Where the registers sit:
Other sequential cells in the stronger gray, the rest of the logic in the fainter gray.
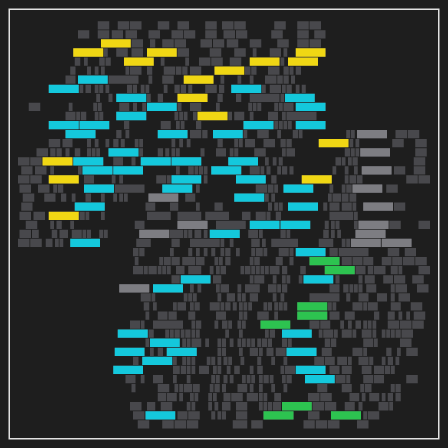
Track usage over the die:
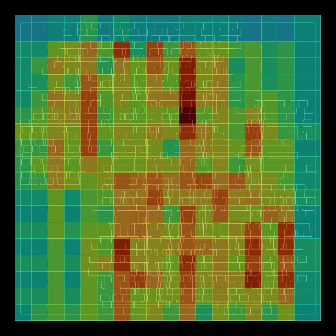
Port wiring:
The bar under the picture is 50 um long.
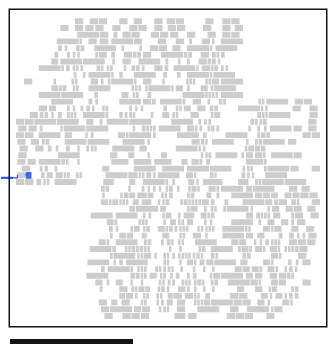
`config.mk`:
```
export PLATFORM = sky130hd
export DESIGN_NAME = writeback_stage_flat
export DESIGN_NICKNAME = d
export VERILOG_FILES = /design/src/rtl/cpu_pkg.sv /design/src/rtl/writeback_stage_if.sv /design/src/rtl/writeback_stage_load_queue.sv /design/src/rtl/writeback_stage.sv /design/src/flat_wrapper.sv
export SDC_FILE = /design/constraint.sdc
export NUM_CORES = 1
export LEC_CHECK = 0
export ABC_AREA = 1
export CAP_MARGIN = 20
export CORE_MARGIN = 2
export CORE_UTILIZATION = 35
export CTS_CLUSTER_DIAMETER = 200
export CTS_CLUSTER_SIZE = 40
export DETAILED_ROUTE_END_ITERATION = 8
export PLACE_DENSITY_LB_ADDON = 0.3
export SLEW_MARGIN = 10
export SYNTH_ARGS = -nofsm -noshare
export SYNTH_HDL_FRONTEND = slang
export SYNTH_HIERARCHICAL = 1
export SYNTH_SLANG_ARGS = --single-unit
```
`constraint.sdc`:
```
create_clock -name in_clk -period 3.38 [get_ports in_clk]
set_clock_uncertainty 0.05 [all_clocks]
set_input_delay 0.676 -clock in_clk [delete_from_list [all_inputs] [get_ports in_clk]]
set_output_delay 0.676 -clock in_clk [all_outputs]
set_load 0.02 [all_outputs]
```
`src/rtl/cpu_pkg.sv`:
```
// Shared widths and record types for the 16-bit core's writeback path.
package cpu_pkg;

    localparam int unsigned ADDR_W   = 8;
    localparam int unsigned DATA_W   = 16;
    localparam int unsigned LQ_DEPTH = 2;

    // A register file write request.
    typedef struct packed {
        logic [ADDR_W-1:0] add;
        logic [DATA_W-1:0] val;
    } wb_req_t;

    // One load-queue slot; valid drops when a younger ALU write squashes it.
    typedef struct packed {
        logic              valid;
        logic [ADDR_W-1:0] add;
        logic [DATA_W-1:0] val;
    } lq_entry_t;

    // Width of a counter that must hold 0..depth inclusive.
    function automatic int unsigned cnt_width(input int unsigned depth);
        return $clog2(depth + 1);
    endfunction

endpackage

```
`src/rtl/writeback_stage_if.sv`:
```
// Bundle of ALU/load inputs, register file write port, forwarding and pending flags.
interface writeback_stage_if #(
    parameter int unsigned ADDR_W = cpu_pkg::ADDR_W,
    parameter int unsigned DATA_W = cpu_pkg::DATA_W
) ();

    logic              in_alu_valid;
    logic [ADDR_W-1:0] in_alu_add;
    logic [DATA_W-1:0] in_alu_val;

    logic              in_mem_valid;
    logic [ADDR_W-1:0] in_mem_add;
    logic [DATA_W-1:0] in_mem_val;
    logic              out_mem_ready;

    logic [ADDR_W-1:0] out_write_reg_add;
    logic [DATA_W-1:0] out_write_reg_val;
    logic              out_write_en;

    logic [ADDR_W-1:0] in_read_reg_1_add;
    logic [ADDR_W-1:0] in_read_reg_2_add;
    logic              out_fwd_1_hit;
    logic              out_fwd_2_hit;
    logic [DATA_W-1:0] out_fwd_1_val;
    logic [DATA_W-1:0] out_fwd_2_val;
    logic              out_pend_1;
    logic              out_pend_2;

    logic [7:0]        out_drop_cnt;

    // Upstream pipeline / decode side.
    modport master (
        output in_alu_valid, in_alu_add, in_alu_val,
        output in_mem_valid, in_mem_add, in_mem_val,
        input  out_mem_ready,
        input  out_write_reg_add, out_write_reg_val, out_write_en,
        output in_read_reg_1_add, in_read_reg_2_add,
        input  out_fwd_1_hit, out_fwd_2_hit, out_fwd_1_val, out_fwd_2_val,
        input  out_pend_1, out_pend_2,
        input  out_drop_cnt
    );

    // Writeback stage side.
    modport slave (
        input  in_alu_valid, in_alu_add, in_alu_val,
        input  in_mem_valid, in_mem_add, in_mem_val,
        output out_mem_ready,
        output out_write_reg_add, out_write_reg_val, out_write_en,
        input  in_read_reg_1_add, in_read_reg_2_add,
        output out_fwd_1_hit, out_fwd_2_hit, out_fwd_1_val, out_fwd_2_val,
        output out_pend_1, out_pend_2,
        output out_drop_cnt
    );

endinterface

```
`src/rtl/writeback_stage_load_queue.sv`:
```
// Circular load FIFO with per-entry valid bits, squash-by-address and
// pending-address match outputs.
module load_queue
    import cpu_pkg::*;
#(
    parameter  int unsigned DEPTH = cpu_pkg::LQ_DEPTH,
    localparam int unsigned PTR_W = $clog2(DEPTH),
    localparam int unsigned CNT_W = cpu_pkg::cnt_width(DEPTH)
) (
    input  logic              clk,
    input  logic              rst,
    input  logic              push,
    input  wb_req_t           push_req,
    input  logic              pop,
    input  logic              squash,
    input  logic [ADDR_W-1:0] squash_add,
    input  logic [ADDR_W-1:0] match_add_1,
    input  logic [ADDR_W-1:0] match_add_2,
    output lq_entry_t         head,
    output logic [CNT_W-1:0]  count,
    output logic [CNT_W-1:0]  squash_hits,
    output logic              pend_1,
    output logic              pend_2
);

    lq_entry_t        slots [DEPTH];
    logic [PTR_W-1:0] rd_ptr;
    logic [PTR_W-1:0] wr_ptr;
    logic [CNT_W-1:0] cnt;
    logic [PTR_W-1:0] offset [DEPTH];
    logic [DEPTH-1:0] live;
    logic [DEPTH-1:0] kill;

    assign head  = slots[rd_ptr];
    assign count = cnt;

    // Classify slots: occupied-and-valid, and which of those the ALU squashes.
    always_comb begin
        live        = '0;
        kill        = '0;
        pend_1      = 1'b0;
        pend_2      = 1'b0;
        squash_hits = '0;
        for (int unsigned i = 0; i < DEPTH; i++) begin
            offset[i] = PTR_W'(i) - rd_ptr;
            live[i]   = (CNT_W'(offset[i]) < cnt) && slots[i].valid;
            kill[i]   = live[i] && squash && (slots[i].add == squash_add);
            pend_1    = pend_1 | (live[i] && (slots[i].add == match_add_1));
            pend_2    = pend_2 | (live[i] && (slots[i].add == match_add_2));
            squash_hits = squash_hits + CNT_W'(kill[i]);
        end
    end

    // Slot storage, pointers and occupancy count.
    always_ff @(posedge clk or posedge rst) begin
        if (rst) begin
            rd_ptr <= '0;
            wr_ptr <= '0;
            cnt    <= '0;
            for (int unsigned i = 0; i < DEPTH; i++) begin
                slots[i] <= '0;
            end
        end else begin
            for (int unsigned i = 0; i < DEPTH; i++) begin
                if (kill[i]) begin
                    slots[i].valid <= 1'b0;
                end
            end
            if (pop) begin
                slots[rd_ptr].valid <= 1'b0;
                rd_ptr              <= rd_ptr + PTR_W'(1);
            end
            if (push) begin
                slots[wr_ptr] <= '{valid: 1'b1, add: push_req.add, val: push_req.val};
                wr_ptr        <= wr_ptr + PTR_W'(1);
            end
            case ({push, pop})
                2'b10:   cnt <= cnt + CNT_W'(1);
                2'b01:   cnt <= cnt - CNT_W'(1);
                default: cnt <= cnt;
            endcase
        end
    end

endmodule

```
`src/rtl/writeback_stage.sv`:
```
// Final pipeline stage: arbitrates ALU results and load results onto the
// single register file write port, with forwarding and pending-load flags.
module writeback_stage #(
    parameter int unsigned ADDR_W   = cpu_pkg::ADDR_W,
    parameter int unsigned DATA_W   = cpu_pkg::DATA_W,
    parameter int unsigned LQ_DEPTH = cpu_pkg::LQ_DEPTH
) (
    input logic               in_clk,
    input logic               in_rst,
    writeback_stage_if.slave  bus
);

    import cpu_pkg::*;

    localparam int unsigned CNT_W = cnt_width(LQ_DEPTH);

    lq_entry_t         lq_head;
    logic [CNT_W-1:0]  lq_count;
    logic [CNT_W-1:0]  squash_hits;
    logic              lq_pend_1;
    logic              lq_pend_2;

    logic              mem_accept;
    logic              discard;
    logic              lq_push;
    logic              lq_pop;
    logic              sel_en;
    wb_req_t           sel_req;
    wb_req_t           mem_req;
    logic [9:0]        drop_sum;
    logic [7:0]        drop_next;

    logic              wr_en;
    logic [ADDR_W-1:0] wr_add;
    logic [DATA_W-1:0] wr_val;
    logic [7:0]        drop_cnt;

    assign bus.out_mem_ready = (lq_count < CNT_W'(LQ_DEPTH)) && !in_rst;
    assign mem_accept        = bus.in_mem_valid && bus.out_mem_ready;
    assign mem_req           = '{add: bus.in_mem_add, val: bus.in_mem_val};
    // An accepted load to the register the ALU writes this cycle is already stale.
    assign discard           = mem_accept && bus.in_alu_valid && (bus.in_mem_add == bus.in_alu_add);

    // Strict-priority source selection: ALU, then queue head, then bypassed load.
    always_comb begin
        sel_en  = 1'b0;
        sel_req = '0;
        lq_push = 1'b0;
        lq_pop  = 1'b0;
        if (bus.in_alu_valid) begin
            sel_en  = 1'b1;
            sel_req = '{add: bus.in_alu_add, val: bus.in_alu_val};
            lq_push = mem_accept && !discard;
        end else if (lq_count != '0) begin
            lq_pop  = 1'b1;
            sel_en  = lq_head.valid;
            sel_req = '{add: lq_head.add, val: lq_head.val};
            lq_push = mem_accept;
        end else if (mem_accept) begin
            sel_en  = 1'b1;
            sel_req = mem_req;
        end
    end

    // Saturating squash counter update.
    always_comb begin
        drop_sum  = 10'(drop_cnt) + 10'(squash_hits) + 10'(discard);
        drop_next = (drop_sum > 10'd255) ? 8'hFF : drop_sum[7:0];
    end

    // Output register and drop counter; reset cancels any in-flight write.
    always_ff @(posedge in_clk or posedge in_rst) begin
        if (in_rst) begin
            wr_en    <= 1'b0;
            wr_add   <= '0;
            wr_val   <= '0;
            drop_cnt <= '0;
        end else begin
            wr_en    <= sel_en;
            wr_add   <= sel_req.add;
            wr_val   <= sel_req.val;
            drop_cnt <= drop_next;
        end
    end

    assign bus.out_write_en      = wr_en;
    assign bus.out_write_reg_add = wr_add;
    assign bus.out_write_reg_val = wr_val;
    assign bus.out_drop_cnt      = drop_cnt;

    assign bus.out_fwd_1_hit = wr_en && (wr_add == bus.in_read_reg_1_add);
    assign bus.out_fwd_2_hit = wr_en && (wr_add == bus.in_read_reg_2_add);
    assign bus.out_fwd_1_val = wr_val;
    assign bus.out_fwd_2_val = wr_val;
    assign bus.out_pend_1    = lq_pend_1;
    assign bus.out_pend_2    = lq_pend_2;

    load_queue #(
        .DEPTH (LQ_DEPTH)
    ) u_lq (
        .clk         (in_clk),
        .rst         (in_rst),
        .push        (lq_push),
        .push_req    (mem_req),
        .pop         (lq_pop),
        .squash      (bus.in_alu_valid),
        .squash_add  (bus.in_alu_add),
        .match_add_1 (bus.in_read_reg_1_add),
        .match_add_2 (bus.in_read_reg_2_add),
        .head        (lq_head),
        .count       (lq_count),
        .squash_hits (squash_hits),
        .pend_1      (lq_pend_1),
        .pend_2      (lq_pend_2)
    );

endmodule
```
`src/flat_wrapper.sv`:
```
// flat-port wrapper written by rule: the top's interface ports become plain ports
module writeback_stage_flat import cpu_pkg::*;
#(
    parameter int unsigned ADDR_W   = cpu_pkg::ADDR_W,
    parameter int unsigned DATA_W   = cpu_pkg::DATA_W,
    parameter int unsigned LQ_DEPTH = cpu_pkg::LQ_DEPTH
)
  (in_clk, in_rst, bus_in_alu_valid, bus_in_alu_add, bus_in_alu_val, bus_in_mem_valid, bus_in_mem_add, bus_in_mem_val, bus_out_mem_ready, bus_out_write_reg_add, bus_out_write_reg_val, bus_out_write_en, bus_in_read_reg_1_add, bus_in_read_reg_2_add, bus_out_fwd_1_hit, bus_out_fwd_2_hit, bus_out_fwd_1_val, bus_out_fwd_2_val, bus_out_pend_1, bus_out_pend_2, bus_out_drop_cnt);
  writeback_stage_if #(.ADDR_W(ADDR_W), .DATA_W(DATA_W)) bus_i ();
  input logic in_clk;
  input logic in_rst;
  input wire logic [$bits(bus_i.in_alu_valid)-1:0] bus_in_alu_valid;
  input wire logic [$bits(bus_i.in_alu_add)-1:0] bus_in_alu_add;
  input wire logic [$bits(bus_i.in_alu_val)-1:0] bus_in_alu_val;
  input wire logic [$bits(bus_i.in_mem_valid)-1:0] bus_in_mem_valid;
  input wire logic [$bits(bus_i.in_mem_add)-1:0] bus_in_mem_add;
  input wire logic [$bits(bus_i.in_mem_val)-1:0] bus_in_mem_val;
  output wire logic [$bits(bus_i.out_mem_ready)-1:0] bus_out_mem_ready;
  output wire logic [$bits(bus_i.out_write_reg_add)-1:0] bus_out_write_reg_add;
  output wire logic [$bits(bus_i.out_write_reg_val)-1:0] bus_out_write_reg_val;
  output wire logic [$bits(bus_i.out_write_en)-1:0] bus_out_write_en;
  input wire logic [$bits(bus_i.in_read_reg_1_add)-1:0] bus_in_read_reg_1_add;
  input wire logic [$bits(bus_i.in_read_reg_2_add)-1:0] bus_in_read_reg_2_add;
  output wire logic [$bits(bus_i.out_fwd_1_hit)-1:0] bus_out_fwd_1_hit;
  output wire logic [$bits(bus_i.out_fwd_2_hit)-1:0] bus_out_fwd_2_hit;
  output wire logic [$bits(bus_i.out_fwd_1_val)-1:0] bus_out_fwd_1_val;
  output wire logic [$bits(bus_i.out_fwd_2_val)-1:0] bus_out_fwd_2_val;
  output wire logic [$bits(bus_i.out_pend_1)-1:0] bus_out_pend_1;
  output wire logic [$bits(bus_i.out_pend_2)-1:0] bus_out_pend_2;
  output wire logic [$bits(bus_i.out_drop_cnt)-1:0] bus_out_drop_cnt;
  assign bus_i.in_alu_valid = bus_in_alu_valid;
  assign bus_i.in_alu_add = bus_in_alu_add;
  assign bus_i.in_alu_val = bus_in_alu_val;
  assign bus_i.in_mem_valid = bus_in_mem_valid;
  assign bus_i.in_mem_add = bus_in_mem_add;
  assign bus_i.in_mem_val = bus_in_mem_val;
  assign bus_out_mem_ready = bus_i.out_mem_ready;
  assign bus_out_write_reg_add = bus_i.out_write_reg_add;
  assign bus_out_write_reg_val = bus_i.out_write_reg_val;
  assign bus_out_write_en = bus_i.out_write_en;
  assign bus_i.in_read_reg_1_add = bus_in_read_reg_1_add;
  assign bus_i.in_read_reg_2_add = bus_in_read_reg_2_add;
  assign bus_out_fwd_1_hit = bus_i.out_fwd_1_hit;
  assign bus_out_fwd_2_hit = bus_i.out_fwd_2_hit;
  assign bus_out_fwd_1_val = bus_i.out_fwd_1_val;
  assign bus_out_fwd_2_val = bus_i.out_fwd_2_val;
  assign bus_out_pend_1 = bus_i.out_pend_1;
  assign bus_out_pend_2 = bus_i.out_pend_2;
  assign bus_out_drop_cnt = bus_i.out_drop_cnt;
  writeback_stage #(.ADDR_W(ADDR_W), .DATA_W(DATA_W), .LQ_DEPTH(LQ_DEPTH)) u_core (.in_clk(in_clk), .in_rst(in_rst), .bus(bus_i));
endmodule
```
==> run summary <==
Physical implementation status

For this run, asynchronously set or reset flops after synthesis account for 100.0%. The post-cts repair resize count stands at 0. Multi-input logic gates represent a cell area share of 35.23%. The fraction of area in registers stands at 30.81%. The number of logged tool warnings stands at 26. Per the final timing report, the hold violations number 0. The cell sequence reported for the critical path is clkdlybuf4s50_1 > xnor2_1 > nand2_1 > nor3_1 > nand2_1 > nand2_1 > clkdlybuf4s50_1.

The clock network power consumption stands at 949 uW. Once detail routing completed, the nets flagged for antenna violations numbered 0. The final core utilization stands at 46.66%. The worst setup path is captured at an output port.

After clock tree synthesis, the setup repair step added 0 buffers. The synthesized design devotes to its leading area cell type 40.23% of total area. The root buffer cell chosen for the clock tree is sky130_fd_sc_hd__clkbuf_16. The data arrival time reported for the critical path is 2.39 ns. The global-route wire length before repair stands at 23.26 mm. Counting instances, the worst hold path has a depth of 2. The critical path's slowest stage uses the library cell sky130_fd_sc_hd__clkdlybuf4s50_1.

In the power breakdown, the biggest contributor is combinational logic. TritonCTS built the clock tree. The type recorded for the worst min-delay path is register to register. The synthesized netlist has a Yosys-reported chip area of 0.005411 mm^2.

The synth_stat.txt file lists the number of cells as 720. The library cell used most frequently in the layout, excluding fill and tap cells, is sky130_fd_sc_hd__nand2_1. 138 I/O pins were placed. The design received a total of 188 well taps at floorplan. The first-pass iteration count of the detailed router stands at 4. Summed over all combinational cells, the power is 2360 uW. In this design, the critical path's most frequently occurring cell is sky130_fd_sc_hd__nand2_1. The report lists the power per cell area as 731.5 mW/mm^2. The floorplan die width stands at 128.3 um. By area, multi-input combinational cells come first.

The final worst-path setup slack stands at 0.2652 ns. The post-detailed-route DRC marker count stands at 0. STA lists the maximum fanout along the critical path as 3. The count of buffers inserted at the top-level ports stands at 137. Each instance of the synthesized netlist takes up on average 7.516 um^2. Counting the fill cells in the layout gives 1493. The internal power of the cells totals 3023 uW. The clock period could shrink to 3.115 ns.

The switching portion of total power stands at 41.52%. The final antenna diode count stands at 0. The post-synth count of flops with an enable pin is 0. The total grt overflow stands at 0.

The power report attributes to the sequential group a share of 36.0%. With fillers left out, the area of the finished cells amounts to 0.007067 mm^2. Per the final layout report, the fraction of cells sized above drive strength 1 comes to 9.025%. The required time of the critical path stands at 2.65 ns. The post-layout net count stands at 899. The setup violation total in the final timing report stands at 0. RePlAce ended its routability-driven mode at a weighted congestion of 0.9220.

The cell area after placement stands at 0.006778 mm^2. By area the synthesized netlist is led by sky130_fd_sc_hd__dfrtp_1 (40%), sky130_fd_sc_hd__nand2_1 (18%), sky130_fd_sc_hd__xnor2_1 (6.0%). For this run the top cell type by instance count after synthesis was sky130_fd_sc_hd__nand2_1. At the pin with the least slew margin, the transition time is 0.6520 ns. The number of antenna violations at the first check in global routing came to 0. The most common logic cells in the final layout are sky130_fd_sc_hd__nand2_1 (253), sky130_fd_sc_hd__clkdlybuf4s50_1 (136), sky130_fd_sc_hd__dfrtp_1 (87). Detailed routing inserted a total of 4734 vias. The most critical setup path has its startpoint at bus_in_read_reg_1_add[4]. The post-detailed-route wirelength per cell stands at 14.17 um.

The peak supply drop stands at 0.0003717 V. The area overhead of the layout relative to synthesis stands at 30.59%. The effective utilization at floorplan stands at 35.73%.

The number of buffers created by CTS stands at 9. The synthesis report names the predominant flop master as sky130_fd_sc_hd__dfrtp_1. The die is 128.3 um tall.

The path with the worst hold slack has its endpoint at u_core/u_lq/slots[27]$_DFFE_PP0P_. Summing all multi-input logic gate instances after layout gives 0.002490 mm^2. No sink is reached through more buffers than the 2 on the longest clock path.

The final layout report lists a non-clock buffer count of 161. Across the run, the number of max-cap violations was 0. The part of the power in combinational logic stands at 45.7%.

Overall routing resource usage recorded by global route was 18.15%. Per the post-run analysis, buffers plus inverters along the critical path come to 2. The cell family contributing the most delay on the critical path is buffers and inverters. The number of pins exceeding their max-slew limit in the final report stands at 0. The completed layout was analyzed and its total power is 5169 uW. The run finished with clean final reports. The maximum achievable frequency stands at 321.0 MHz. The worst-case max-slew headroom was logged as 56.47%. The startpoint identified for the worst register-to-register timing path is u_core/u_lq/count[0]$_DFFE_PP0P_. The capture point of the critical path was reported as bus_out_pend_1. The final total negative setup slack stands at 0 ns. Before any placement, the netlist area is recorded as 0.005411 mm^2. The violation tally from detailed-route iteration zero stands at 230. The clock insertion delay at the later pin of the skew report stands at 0.35 ns.

Using the TritonRoute via totals, the vias-per-cell ratio works out to 4.646. The power in sequential cells stands at 1860 uW. The HPWL after detailed placement is 10.51 mm. The clock network fraction of design power stands at 18.4%.

The H-tree generated during clock tree synthesis spans 3 levels. By startpoint and endpoint, the worst setup path is classified as primary input to output port. In the finished design, the share of the clock period the worst path needs comes to 92.15%.

The number of nets in the synthesized netlist is 793. Measured on the final layout, the clock distribution area share stands at 3.984%. The number of logic gates stands at 490. According to the CTS report, the clock sink count is 87.

The register bit count reported by yosys stands at 87. Looking at area per cell type in the netlist, the leader is sky130_fd_sc_hd__dfrtp_1. The number of placed instances, taps included stands at 1003. The cell depth of the worst setup path stands at 7.

The hold buffer count at cts stands at 0. Looking at the reg2reg group, the worst path ends at u_core/bus.out_drop_cnt[4]$_DFF_PP0_. Setup slack on the worst reg-to-reg path comes out at 0.59 ns. The die covers 0.01647 mm^2.

Prior to clock tree synthesis, the placed netlist has a worst setup slack of -0.09541 ns. The number of clock buffers in the layout stands at 10. The synthesis report lists the Yosys warning total as 6.

The final hold slack stands at 0.4325 ns. The worst setup path is launched from a primary input. For this run, the number of standard cells in the final layout without fillers is 1019. The initialized floorplan defines 45 standard-cell rows. The wire length reported by the detailed router stands at 14.44 mm. The number of sequential storage elements stands at 87. On the worst path, the slowest cell contributes a delay of 0.60 ns.

Per the OpenROAD power report, switching power amounts to 2146 uW. The worst register-to-register path has a depth of 17. The fraction of final cell area spent on non-clock buffers in this run is 22.52%.

The clock edge transition at the registers on the reported setup and hold paths stands at 0.07 ns. For the worst min-delay path, the startpoint reported by OpenROAD is u_core/u_lq/slots[27]$_DFFE_PP0P_. The pin count of the biggest net entering global routing stands at 34.

The cell count after synthesis stands at 720. The storage element area stands at 0.002177 mm^2. The leakage power figure stands at 0.003389 uW.

The placeable core region stands at 0.01515 mm^2. Counting distinct cell types in the post-synthesis netlist gives 31. The share of the Yosys chip area taken by registers is 40.23%. The via count of the first global-routing pass stands at 4528. The layout has 77 inverters outside the clock class. The commonest cells after synthesis are sky130_fd_sc_hd__nand2_1 (253), sky130_fd_sc_hd__dfrtp_1 (87), sky130_fd_sc_hd__inv_1 (73).
About 'where the registers sit':
| signal | color | flops |
|---|---|---|
| `u_core/bus.out_fwd_1_val` | yellow | 16 |
| `u_core/bus.out_write_reg_add` | green | 8 |
| `u_core/u_lq/slots` | cyan | 50 |
not colored: 13

About 'track usage over the die':
most heavily used metal layer in global routing: met2
Global Route met3 Usage: 2.827%

About 'port wiring':
| port | color | direction | edge | end cells | buffers | wire |
|---|---|---|---|---|---|---|
| `bus_in_mem_valid` | blue | input | left | 1 | 1 | 4.20 um |

cells by family after synthesis:
family	synth area share, %
buf+inv	13.85
compound gates	9.017
fa+ha+maj	1.434
xor+xnor	8.740
simple gates	26.73
flops	40.23
sequential cells by signal, indices dropped and copies added, names as in the netlist:
register / cells
u_core/bus.out_write_reg_add: 8
u_core/bus.out_drop_cnt: 8
u_core/u_lq/slots: 50
u_core/u_lq/count: 2
u_core/bus.out_fwd_1_val: 16
u_core/bus.out_write_en: 1
u_core/u_lq/wr_ptr: 1
u_core/u_lq/rd_ptr: 1
per-layer routing:
layer | share of wire [%] | vias to the layer above | GRT usage (%)
met5 | 0 | - | 0
met1 | 45 | 2187 | 24.89
met3 | 5.0 | 20 | 2.827
li1 | - | 2414 | -
met4 | 2.0 | 0 | 6.529
met2 | 48 | 113 | 29.22
Power is estimated from default activity; no workload was simulated.
